Figure 1. Metal 3 (run 1).
Scale bar: 50 um.
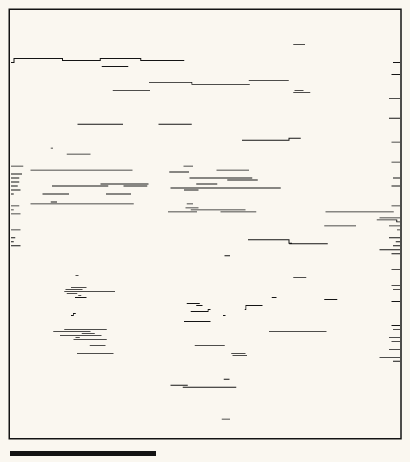
Figure 2. Cells by drive strength (run 1).
Scale bar: 50 um.
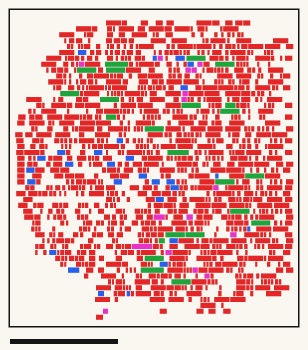
Figure 3. Cell outlines without signal wires (run 1).
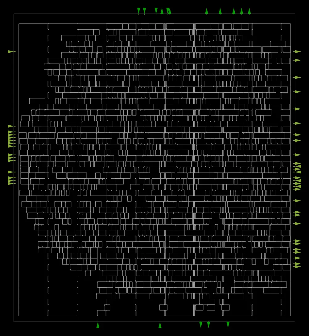
<file path="src/rtl/parking_pkg.sv">
// Parking billing shared types and constants.
// State encoding, tariff defaults and BCD sizing helpers.
package parking_pkg;

  typedef enum logic [2:0] {
    S_IDLE,
    S_DIV,
    S_CALC,
    S_BCD,
    S_DONE
  } state_t;

  localparam int DEF_CNT_W  = 21;
  localparam int DEF_TICKS  = 600;
  localparam int DEF_RATE0  = 2;
  localparam int DEF_RATE1  = 5;
  localparam int DEF_GRACE  = 0;
  localparam int DEF_NDIG   = 4;

  function automatic longint pow10(input int ndig);
    longint p;
    p = 1;
    for (int i = 0; i < ndig; i++) p = p * 10;
    return p;
  endfunction

  function automatic int maxv(input int ndig);
    return int'(pow10(ndig) - 1);
  endfunction

  function automatic int bin_w(input int ndig);
    return $clog2(pow10(ndig));
  endfunction

endpackage

</file>
<file path="src/rtl/bin2bcd_seq.sv">
// Sequential double-dabble converter.
// One input bit is shifted in per cycle after start.
module bin2bcd_seq #(
  parameter int BIN_W = 14,
  parameter int NDIG  = 4
) (
  input  logic                clk,
  input  logic                rst_n,
  input  logic                start,
  input  logic [BIN_W-1:0]    bin,
  output logic                done,
  output logic [4*NDIG-1:0]   bcd
);

  localparam int CW = $clog2(BIN_W + 1);

  logic [BIN_W-1:0]  sr;
  logic [4*NDIG-1:0] adj;
  logic [CW-1:0]     cnt;
  logic              busy;

  // add-3 correction on every digit of 5 or more before the shift
  always_comb begin
    adj = bcd;
    for (int i = 0; i < NDIG; i++) begin
      if (bcd[4*i +: 4] >= 4'd5)
        adj[4*i +: 4] = bcd[4*i +: 4] + 4'd3;
    end
  end

  // load on start, then shift one bit per cycle until done
  always_ff @(posedge clk) begin
    if (!rst_n) begin
      sr   <= '0;
      bcd  <= '0;
      cnt  <= '0;
      busy <= 1'b0;
      done <= 1'b0;
    end else begin
      done <= 1'b0;
      if (start) begin
        sr   <= bin;
        bcd  <= '0;
        cnt  <= CW'(BIN_W);
        busy <= 1'b1;
      end else if (busy) begin
        bcd <= {adj[4*NDIG-2:0], sr[BIN_W-1]};
        sr  <= {sr[BIN_W-2:0], 1'b0};
        cnt <= cnt - CW'(1);
        if (cnt == CW'(1)) begin
          busy <= 1'b0;
          done <= 1'b1;
        end
      end
    end
  end

endmodule

</file>
<file path="src/rtl/parking_billing.sv">
// Parking fee calculator: ticks -> units -> fee,
// presented as clamped BCD with a saturation flag.
module parking_billing
  import parking_pkg::*;
#(
  parameter int CNT_W          = DEF_CNT_W,
  parameter int TICKS_PER_UNIT = DEF_TICKS,
  parameter int RATE0          = DEF_RATE0,
  parameter int RATE1          = DEF_RATE1,
  parameter int GRACE_UNITS    = DEF_GRACE,
  parameter int NDIG           = DEF_NDIG
) (
  input  logic              clk,
  input  logic              rst_n,
  input  logic              req_valid,
  output logic              req_ready,
  input  logic [CNT_W-1:0]  req_count,
  input  logic              req_mode,
  output logic              res_valid,
  output logic [4*NDIG-1:0] units_bcd,
  output logic [4*NDIG-1:0] fee_bcd,
  output logic              sat
);

  localparam int BW = bin_w(NDIG);
  localparam int MV = maxv(NDIG);
  localparam int WW = CNT_W + 32;
  localparam int CW = $clog2(CNT_W + 1);

  localparam logic [CNT_W:0]  DIVISOR = (CNT_W+1)'(TICKS_PER_UNIT);
  localparam logic [WW-1:0]   MAXW    = WW'(MV);
  localparam logic [WW-1:0]   GRACEW  = WW'(GRACE_UNITS);

  state_t            state;
  logic [CNT_W-1:0]  q;
  logic [CNT_W-1:0]  rem;
  logic [CW-1:0]     dcnt;
  logic              mode_r;
  logic              sat_pend;

  logic [CNT_W:0]    trial;
  logic              ge;
  logic [WW-1:0]     units_w;
  logic [WW-1:0]     bill_w;
  logic [WW-1:0]     rate_w;
  logic [WW-1:0]     fee_w;
  logic              u_sat;
  logic              f_sat;
  logic [BW-1:0]     u_cl;
  logic [BW-1:0]     f_cl;
  logic              start;
  logic              u_done;
  logic              f_done;
  logic [4*NDIG-1:0] u_bcd;
  logic [4*NDIG-1:0] f_bcd;

  // one restoring-division step and the tariff arithmetic
  always_comb begin
    trial   = {rem, q[CNT_W-1]};
    ge      = trial >= DIVISOR;
    units_w = WW'(q);
    bill_w  = (units_w > GRACEW) ? units_w - GRACEW : '0;
    rate_w  = mode_r ? WW'(RATE1) : WW'(RATE0);
    fee_w   = bill_w * rate_w;
    u_sat   = units_w > MAXW;
    f_sat   = fee_w > MAXW;
    u_cl    = u_sat ? BW'(MV) : BW'(units_w);
    f_cl    = f_sat ? BW'(MV) : BW'(fee_w);
    start   = state == S_CALC;
  end

  bin2bcd_seq #(.BIN_W(BW), .NDIG(NDIG)) u_units (
    .clk   (clk),
    .rst_n (rst_n),
    .start (start),
    .bin   (u_cl),
    .done  (u_done),
    .bcd   (u_bcd)
  );

  bin2bcd_seq #(.BIN_W(BW), .NDIG(NDIG)) u_fee (
    .clk   (clk),
    .rst_n (rst_n),
    .start (start),
    .bin   (f_cl),
    .done  (f_done),
    .bcd   (f_bcd)
  );

  // control FSM with registered handshake and result outputs
  always_ff @(posedge clk) begin
    if (!rst_n) begin
      state     <= S_IDLE;
      req_ready <= 1'b1;
      res_valid <= 1'b0;
      sat       <= 1'b0;
      units_bcd <= '0;
      fee_bcd   <= '0;
      sat_pend  <= 1'b0;
      q         <= '0;
      rem       <= '0;
      mode_r    <= 1'b0;
      dcnt      <= '0;
    end else begin
      unique case (state)
        S_IDLE, S_DONE: begin
          if (req_valid && req_ready) begin
            q         <= req_count;
            rem       <= '0;
            mode_r    <= req_mode;
            dcnt      <= CW'(CNT_W - 1);
            req_ready <= 1'b0;
            res_valid <= 1'b0;
            state     <= S_DIV;
          end
        end
        S_DIV: begin
          q    <= {q[CNT_W-2:0], ge};
          rem  <= ge ? CNT_W'(trial - DIVISOR) : CNT_W'(trial);
          dcnt <= dcnt - CW'(1);
          if (dcnt == '0) state <= S_CALC;
        end
        S_CALC: begin
          sat_pend <= u_sat | f_sat;
          state    <= S_BCD;
        end
        S_BCD: begin
          if (u_done && f_done) begin
            units_bcd <= u_bcd;
            fee_bcd   <= f_bcd;
            sat       <= sat_pend;
            res_valid <= 1'b1;
            req_ready <= 1'b1;
            state     <= S_DONE;
          end
        end
        default: state <= S_IDLE;
      endcase
    end
  end

endmodule

</file>
<file path="config.mk">
export PLATFORM = sky130hd
export DESIGN_NAME = parking_billing
export DESIGN_NICKNAME = d
export VERILOG_FILES = /design/src/rtl/parking_pkg.sv /design/src/rtl/bin2bcd_seq.sv /design/src/rtl/parking_billing.sv
export SDC_FILE = /design/constraint.sdc
export NUM_CORES = 1
export LEC_CHECK = 0
export ABC_AREA = 0
export CAP_MARGIN = 20
export CORE_ASPECT_RATIO = 1.1
export CORE_MARGIN = 2
export CORE_UTILIZATION = 50
export DETAILED_ROUTE_END_ITERATION = 7
export PLACE_DENSITY = 0.73
export REMOVE_ABC_BUFFERS = 1
export SYNTH_ARGS = -nofsm -noshare
export SYNTH_HDL_FRONTEND = slang
export SYNTH_SLANG_ARGS = --single-unit
</file>
<file path="constraint.sdc">
create_clock -name clk -period 8.14 [get_ports clk]
set_input_delay 1.628 -clock clk [delete_from_list [all_inputs] [get_ports clk]]
set_output_delay 1.628 -clock clk [all_outputs]
set_load 0.005 [all_outputs]
</file>
==> flow_metrics.py, run 1 <==
# Metrics from the implementation run
metrics = {
    "status": {
        "outcome": "finished, final reports clean",
    },
    "sta": {
        "rsz0062_at_grt": "false",
        "worstMarginPinSlew_ns": 1.09,
        "setup_tns_ns": 0,
        "maxSlewViolCount": 0,
        "fin_skew_ns": 0.00668,
        "period_needed_ns": 4.25,
        "setup_viol": 0,
        "maxSlewHeadroom_pct": 27.4,
        "finalWorstSetupSlack_ns": 3.89,
    },
    "critical_path": {
        "crit_path_end_kind": "flop",
        "cp-startpoint": "mode_r",
        "worstSetupEndpoint": "u_fee.sr[0]",
        "criticalPathCategory": "flop to flop",
        "max_stage_delay_ns": 0.72,
        "startpoint_type": "flop",
        "cp_data_arrival_time_ns": 4.56,
        "crit_family": "AND-OR/OR-AND gates",
        "rrSetupSlack_ns": 3.89,
        "path_cells": "buf_16 > and2_1 > inv_1 > fa_1 > inv_1 > ha_1 > a21oi_1 > o221ai_1 > a21oi_1 > o221ai_1 > xnor2_1 > nor3_1 > nand4b_1 > o221a_1",
        "critPathBufInv": 3,
        "r2r-end": "u_fee.sr[0]",
        "r2r_start": "mode_r",
        "ff2ff_path_depth": 14,
    },
    "floorplanning": {
        "die_x_um": 133,
        "fp.dieH_um": 146,
    },
    "pwr": {
        "p_leak_uw": 0.00388,
        "pwr-share-comb_pct": 28.3,
        "vdd_ir_drop_max_v": 0.000173,
        "p_per_area_nw_per_um2": 233,
        "p_sw_uw": 805,
        "power.total_uw": 2420,
        "clock_power_share_pct": 31.9,
    },
    "logic_synthesis": {
        "flop_cell": "dfxtp_1",
        "netlist_logic_family_top": "AND-OR/OR-AND gates",
        "largest_area_cell": "dfxtp_1",
        "top_cell_area_share_pct": 34.7,
        "yosys.area_share.simple_pct": 20.0,
        "ys_sh_xor_pct": 4.68,
        "ys_seq_share_pct": 34.7,
        "synthAoiAreaFrac_pct": 21.9,
        "ys_cells": 1187,
        "adder_share_pct": 9.02,
        "mux_area_share_pct": 3.80,
        "synthCells": 1187,
        "yosys_warnings": 0,
        "edf_count": 0,
        "yosys.cell_types.count": 64,
        "async_reset_ff_share_pct": 0,
        "ys_ff": 159,
        "topCellsByArea": "dfxtp_1 (35%), ha_1 (8.6%), a21oi_1 (8.1%)",
    },
    "cts": {
        "clk_path_buf_depth": 2,
        "cts_tree": "done",
        "cts_setup_buffers": 0,
        "cts_resized": 0,
        "cts_num_sinks": 159,
        "clockRootBuffer": "clkbuf_16",
        "path_clk_slew_ns": 0.06,
        "cts_buffers": 17,
    },
    "place": {
        "hpwl_um": 13900,
        "placed_cells": 1402,
        "dpl_worst_slack_ns": 3.64,
        "placed_cell_area_um2": 9790,
        "port_buffers": 59,
    },
    "drt": {
        "wl_um": 20200,
        "wl_per_cell_um": 14.1,
        "drc": 0,
        "ant_nets": 0,
        "vias": 8089,
        "viasPerCell": 5.65,
    },
    "layout": {
        "finish.instance_area_um2": 10400,
        "layout_top_cells": "nand2_1 (196), dfxtp_1 (159), a21oi_1 (149), nor2_1 (87), o21ai_0 (80)",
        "antenna_cells": 0,
        "finalNetCount": 1274,
        "drive_above_1_share_pct": 5.62,
    },
    "global_route": {
        "grt_pass1_vias": 7262,
        "grt_max_degree": 98,
        "grtUsageTotal_pct": 20.9,
        "grt_antenna_before_repair": 0,
    },
    "min_path": {
        "min_from": "fee_bcd[5]",
        "hold_depth": 2,
        "hold_path_class": "flop to flop",
        "whs_endpoint": "fee_bcd[5]",
    },
    "run": {
        "warning_count": 36,
    },
}
## Picture notes: Figure 1
longest straight run: 37.3 um
nets with wire on the layer: 90
main direction: horizontal
wire length on this layer: 880 um
share of all routed wire: 4.4%

## Picture notes: Figure 2
| color | size | cells | share | most used |
|---|---|---|---|---|
| magenta | _3 and _4 cells | 16 | 1.3% | buf_4 |
| green | _6 and larger | 23 | 1.9% | clkbuf_16 |
| blue | _2 cells | 28 | 2.3% | mux2_2 |
| red | _0 and _1 cells | 1126 | 94% | nand2_1 |

## Picture notes: Figure 3
tapcell count: 238
core area: 17900 um2
Final Core Density: 58.1%
Layout Cells excl Fill: 1431
num rows: 51

-- run 1: Yosys cell counts, types with 5 or more instances --
cell	instances
mux2_2	15
nand3_1	25
buf_1	8
and2_1	18
ha_1	63
a21o_1	6
a32oi_1	7
nor4_1	9
nand2b_1	12
nor2_1	88
clkbuf_1	74
a211oi_1	10
a22oi_1	35
mux2i_1	18
xnor2_1	27
nor3_1	28
xor2_1	22
dfxtp_1	159
o21ai_0	80
a21oi_1	149
inv_1	44
nand2_1	196
nand3b_1	5
buf_2	7
nand4_1	5
-- run 1: layout make-up --
type / count / area [um2] / share of cell area [%]
sequential: 159 / 3180 / 30.7
clock buffer: 19 / 453 / 4.36
clock inverter: 9 / 113 / 1.08
timing repair buffer: 70 / 693 / 6.68
multi-input combinational: 892 / 5480 / 52.7
inverter: 44 / 166 / 1.60
tap: 238 / 298 / 2.87
-- run 1: flip-flops by register name (all words and copies together), names as in the netlist, 3 cells and up --
| signal | count |
|---|---|
| q | 21 |
| u_fee.sr | 14 |
| u_units.cnt | 4 |
| u_fee.bcd | 16 |
| u_units.sr | 14 |
| state | 3 |
| rem | 21 |
| units_bcd | 16 |
| dcnt | 5 |
| u_fee.cnt | 4 |
| fee_bcd | 16 |
| u_units.bcd | 16 |
-- run 1: power groups by stage --
stage	clock network [uW]	registers [uW]	logic, uW
6_report	773	962	685
4_1_cts	787	962	684
3_5_place_dp	0	978	676
5_1_grt	819	976	776
2_1_floorplan	0	958	527
3_3_place_gp	0	976	665
-- run 1: layer usage --
metal  GRT usage (%)  vias to the layer above  share of wire (%)
li1                -                     4127                  -
met1            27.9                     3765                 47
met2            35.1                      178                 48
met3            3.99                       19                4.3
met4            4.84                        0                1.2
met5               0                        -                  0
## Run 2: what changed since run 1
clock period = 4 ns   (was 8.14 ns; I/O delays follow)
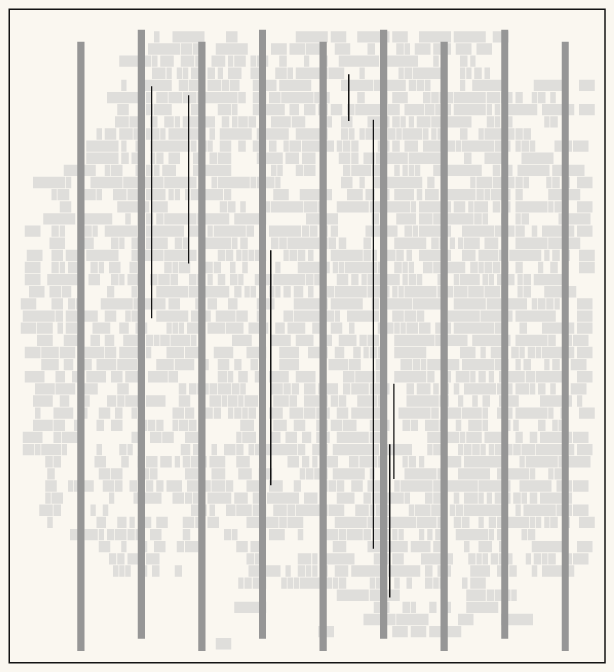
Figure 4: run 2, the metal 4 layer.
Supply wires on this layer in gray. Cells faint in the background.
main direction: vertical
share of all routed wire: 1.4%
wire length on this layer: 303 um

==> run 2 against run 1 <==
Area after synthesis unchanged. Maximum frequency grew 16%. Sequential share of layout area decreased by 0.58 points. Final cell count grew 2.0%. Critical endpoint unchanged.
==> flow_metrics.py, run 2 <==
# Metrics from the implementation run
metrics = {
    "logic_synthesis": {
        "largest_area_cell": "dfxtp_1",
        "edf_count": 0,
        "ys_ff": 159,
        "yosys_warnings": 0,
        "topCellsByArea": "dfxtp_1 (35%), ha_1 (8.6%), a21oi_1 (8.1%)",
        "ys_cells": 1187,
        "flop_cell": "dfxtp_1",
    },
    "drt": {
        "ant_nets": 0,
        "viasPerCell": 5.60,
        "wl_um": 21000,
        "top_layer": "met4",
        "wl_per_cell_um": 14.4,
        "vias": 8169,
        "drt-met1-wl_um": 9950,
    },
    "pwr": {
        "p_leak_uw": 0.00402,
        "p_sw_uw": 1720,
        "pwr-share-comb_pct": 28.8,
        "power.total_uw": 5060,
        "vdd_ir_drop_max_v": 0.000334,
    },
    "sta": {
        "rsz0062_at_grt": "false",
        "fin_skew_ns": 0.0109,
        "period_needed_ns": 3.67,
        "maxSlewHeadroom_pct": 45.1,
    },
    "place": {
        "port_buffers": 59,
        "placed_cells": 1427,
    },
    "critical_path": {
        "crit_path_end_kind": "flop",
        "worstSetupEndpoint": "u_fee.sr[0]",
        "crit_family": "simple AND/OR/NAND/NOR gates",
        "cp-startpoint": "mode_r",
        "max_stage_delay_ns": 0.51,
        "startpoint_type": "flop",
        "critPathBufInv": 1,
        "ff2ff_path_depth": 12,
    },
    "global_route": {
        "grt_antenna_before_repair": 0,
        "grt_max_degree": 73,
        "grtUsageTotal_pct": 22.0,
    },
    "min_path": {
        "hold_depth": 2,
        "hold_path_class": "flop to flop",
        "min_from": "units_bcd[7]",
    },
    "cts": {
        "cts_num_sinks": 159,
        "cts_tree": "done",
        "path_clk_slew_ns": 0.06,
        "clk_path_buf_depth": 2,
    },
    "layout": {
        "drive_above_1_share_pct": 7.94,
        "antenna_cells": 0,
        "top_regs": "q x21, rem x21",
        "layout_top_cells": "nand2_1 (196), dfxtp_1 (158), a21oi_1 (149), nor2_1 (87), o21ai_0 (80)",
    },
    "status": {
        "outcome": "finished, final reports clean",
    },
    "floorplanning": {
        "rows": 51,
        "die_x_um": 133,
    },
}
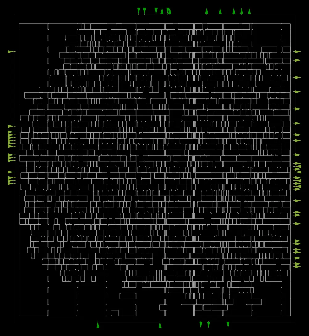
Figure 5: run 2, cell outlines without signal wires.
Final Core Density: 59.3%
Flop Count: 159
Seq/total area: 30.1%
Layout Cells excl Fill: 1459

run 2: per-layer routing:
| metal | up-vias | track usage [%] |
|---|---|---|
| li1 | 4168 | - |
| met1 | 3823 | 29.4 |
| met2 | 159 | 36.6 |
| met3 | 19 | 3.72 |
| met4 | 0 | 6.38 |
| met5 | - | 0 |
run 2: logic make-up after synthesis:
group                    count (synthesis)  synth area share [%]
AND-OR/OR-AND                          334                  21.9
flip-flops                             159                  34.7
XOR/XNOR                                49                  4.68
AND/OR/NAND/NOR                        410                  20.0
other                                    1                0.0409
multiplexers                            33                  3.80
adder cells (fa/ha/maj)                 65                  9.02
buffers and inverters                  136                  5.82
run 2: power by group through the flow:
| stage | Clock, uW | Sequential, uW | Combinational [uW] |
|---|---|---|---|
| finish | 1650 | 1950 | 1460 |
| global route | 1740 | 1980 | 1650 |
| CTS | 1680 | 1940 | 1450 |
| detailed placement | 0 | 1980 | 1430 |
| global placement | 0 | 1970 | 1410 |
| floorplan | 0 | 1950 | 1070 |
run 2: repair_timing:
item | in CTS | in global routing
resized | 0 | 3
hold endpoints to repair | 0 | 0
endpoints found under the setup margin | 0 | 13
buffers inserted | 0 | 0
run 2: cell type report:
type,instances,area share [%]
Clock buffer,19,4.28
Clock inverter,13,1.43
Inverter,44,1.57
Multi-Input combinational cell,892,51.7
Sequential cell,159,30.1
Tap cell,238,2.81
Timing Repair Buffer,94,8.09
run 2: stage by stage:
| stage | setup slack, ns | setup TNS (ns) | instance area, um2 |
|---|---|---|---|
| finish | 0.330 | 0 | 10600 |
| global route | 0.113 | 0 | 10600 |
| CTS | 0.142 | 0 | 10600 |
| detailed placement | 0.181 | 0 | 9980 |
| global placement | 0.299 | 0 | 9980 |
| floorplan | -1.12 | -39.34 | 8810 |
## Run 3: what changed since run 2
SYNTH_HIERARCHICAL = 1   (was unset)
clock period = 3.5 ns   (was 4 ns; I/O delays follow)
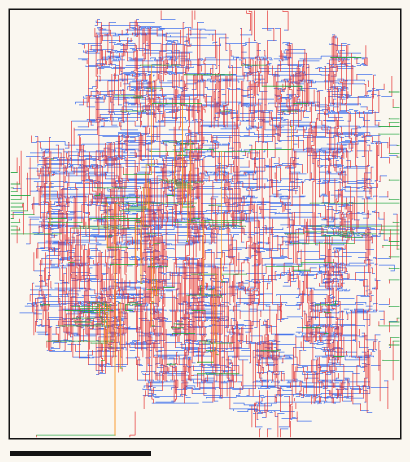
Figure 6: run 3, signal wires by layer.
Scale bar: 50 um.
| color | layer | wire length |
|---|---|---|
| orange | metal 4 | 600 um |
| blue | metal 1 | 10800 um |
| green | metal 3 | 1160 um |
| red | metal 2 | 12600 um |

==> run 3 against run 2 <==
The flow now finishes with violations (negative setup slack). Sequential power increased by 29%. Sequential share of layout area decreased by 4.8 points. Final cell count increased by 9.3%. Power increased by 66%. Critical path depth increased by 4. Synthesized cell count increased by 2.6%. Combinational power increased to 2.8 times the previous value. Clock skew increased by 0.0029 ns. Area after synthesis increased by 8.2%. Clock power increased by 8%. First-iteration DRC count increased by 22%. Global-route usage increased by 1.0 points.
==> flow_metrics.py, run 3 <==
# Metrics from the implementation run
metrics = {
    "cts": {
        "cts_num_sinks": 159,
        "path_clk_slew_ns": 0.07,
        "cts_setup_buffers": 8,
        "clockRootBuffer": "clkbuf_16",
        "clk_path_buf_depth": 2,
        "cts_resized": 63,
    },
    "sta": {
        "period_needed_ns": 4.05,
        "max_freq_mhz": 247,
        "maxSlewHeadroom_pct": 47.6,
        "setup_tns_ns": -5.09,
        "setup_viol": 15,
        "finalWorstSetupSlack_ns": -0.552,
        "fin_skew_ns": 0.0139,
        "rsz0062_at_grt": "true",
    },
    "critical_path": {
        "crit_path_end_kind": "flop",
        "crit_family": "simple AND/OR/NAND/NOR gates",
        "startpoint_type": "flop",
        "max_stage_delay_ns": 0.52,
        "critPathBufInv": 2,
    },
    "layout": {
        "layout_top_cells": "nand2_1 (185), dfxtp_1 (156), buf_4 (116), a21oi_1 (99), clkdlybuf4s50_1 (59)",
        "fin_cells": 1595,
        "top_regs": "q x21, rem x21",
        "antenna_cells": 0,
        "drive_above_1_share_pct": 20.4,
    },
    "global_route": {
        "grt_antenna_before_repair": 0,
        "grtUsageTotal_pct": 23.0,
        "grt_max_degree": 61,
    },
    "logic_synthesis": {
        "topCellsByArea": "dfxtp_1 (32%), ha_1 (7.9%), nand2_1 (7.1%)",
        "yosys_warnings": 6,
        "flop_cell": "dfxtp_1",
        "largest_area_cell": "dfxtp_1",
        "edf_count": 0,
        "ys_cells": 1218,
        "ys_ff": 159,
    },
    "pwr": {
        "pg_comb_uw": 4090,
        "maxPowerGroup": "combinational logic",
        "vdd_ir_drop_max_v": 0.000399,
        "pwr-share-comb_pct": 48.7,
        "p_leak_uw": 0.00467,
        "internal-power_uw": 5060,
        "p_sw_uw": 3340,
        "powerClk_uw": 1790,
        "pg_seq_uw": 2520,
    },
    "place": {
        "port_buffers": 59,
        "placed_cells": 1546,
    },
    "drt": {
        "wl_um": 25100,
        "wl_per_cell_um": 15.8,
        "ant_nets": 0,
        "viasPerCell": 5.74,
        "vias": 9154,
    },
    "status": {
        "failed_checks": "negative setup slack",
        "outcome": "complete, but fails checks",
    },
    "min_path": {
        "hold_path_class": "flop to flop",
    },
    "floorplanning": {
        "die_x_um": 138,
        "initCoreUtil_pct": 50.5,
    },
}
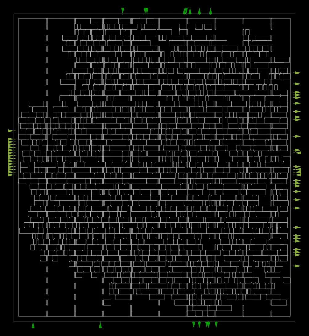
Figure 7: run 3, cell outlines without signal wires.
tapcell count: 252
num rows: 54
Final Core Density: 64.1%
core area: 19700 um2
Seq/total area: 25.3%

==> run 3: worst reg2reg max path: cells and delay by family, from the launching register on <==
kind,cells,cell delay [ns]
simple gates,7,1.66
compound gates,4,0.68
fa+ha+maj,2,0.49
flops,1,0.43
buf+inv,2,0.42
mux,1,0.26
==> run 3: metal layers <==
| metal | share of wire [%] | wire [um] | up-vias | track usage (%) |
|---|---|---|---|---|
| met1 | 43 | 10800 | 4314 | 28.8 |
| met5 | 0 | 0 | - | 0 |
| met3 | 4.6 | 1160 | 60 | 4.07 |
| met2 | 50 | 12600 | 276 | 40.2 |
| met4 | 2.4 | 599 | 0 | 7.58 |
| li1 | - | - | 4504 | - |
==> run 3: worst paths after layout <==
path	end	cells after the start	startpoint	slack, ns
worst max-delay path	u_fee/sr[9]	16	mode_r	-0.55
worst min-delay path	units_bcd[5]	2	units_bcd[5]	0.45
worst max register to register	u_fee/sr[9]	16	mode_r	-0.55
worst min register to register	units_bcd[5]	2	units_bcd[5]	0.45
==> run 3: cell families after synthesis <==
kind of cell / share of synthesized area [%]
simple gates: 24.4
compound gates: 20.3
flops: 32.0
buf+inv: 6.59
fa+ha+maj: 8.34
mux: 5.37
xor+xnor: 2.91
other cells: 0.0377
==> run 3: metrics by stage <==
step	cell area [um2]	total power, uW	hold slack [ns]	setup WS (ns)
floorplan	9410	4880	0.432	-1.28
global placement	11200	5900	0.441	-0.500
detailed placement	11200	5990	0.446	-0.585
CTS	12300	8130	0.455	-0.440
global route	12600	8960	0.473	-0.681
finish	12600	8400	0.451	-0.552
==> run 3: cell type report <==
type                       instances  area, um2  share of cell area [%]
inverter                          34        128                    1.01
timing repair buffer             189       1730                    13.7
clock inverter                    14        135                    1.07
tap                              252        315                    2.50
clock buffer                      17        425                    3.38
multi-input combinational        930       6680                    53.0
sequential                       159       3190                    25.3
Power is estimated from default activity; no workload was simulated.
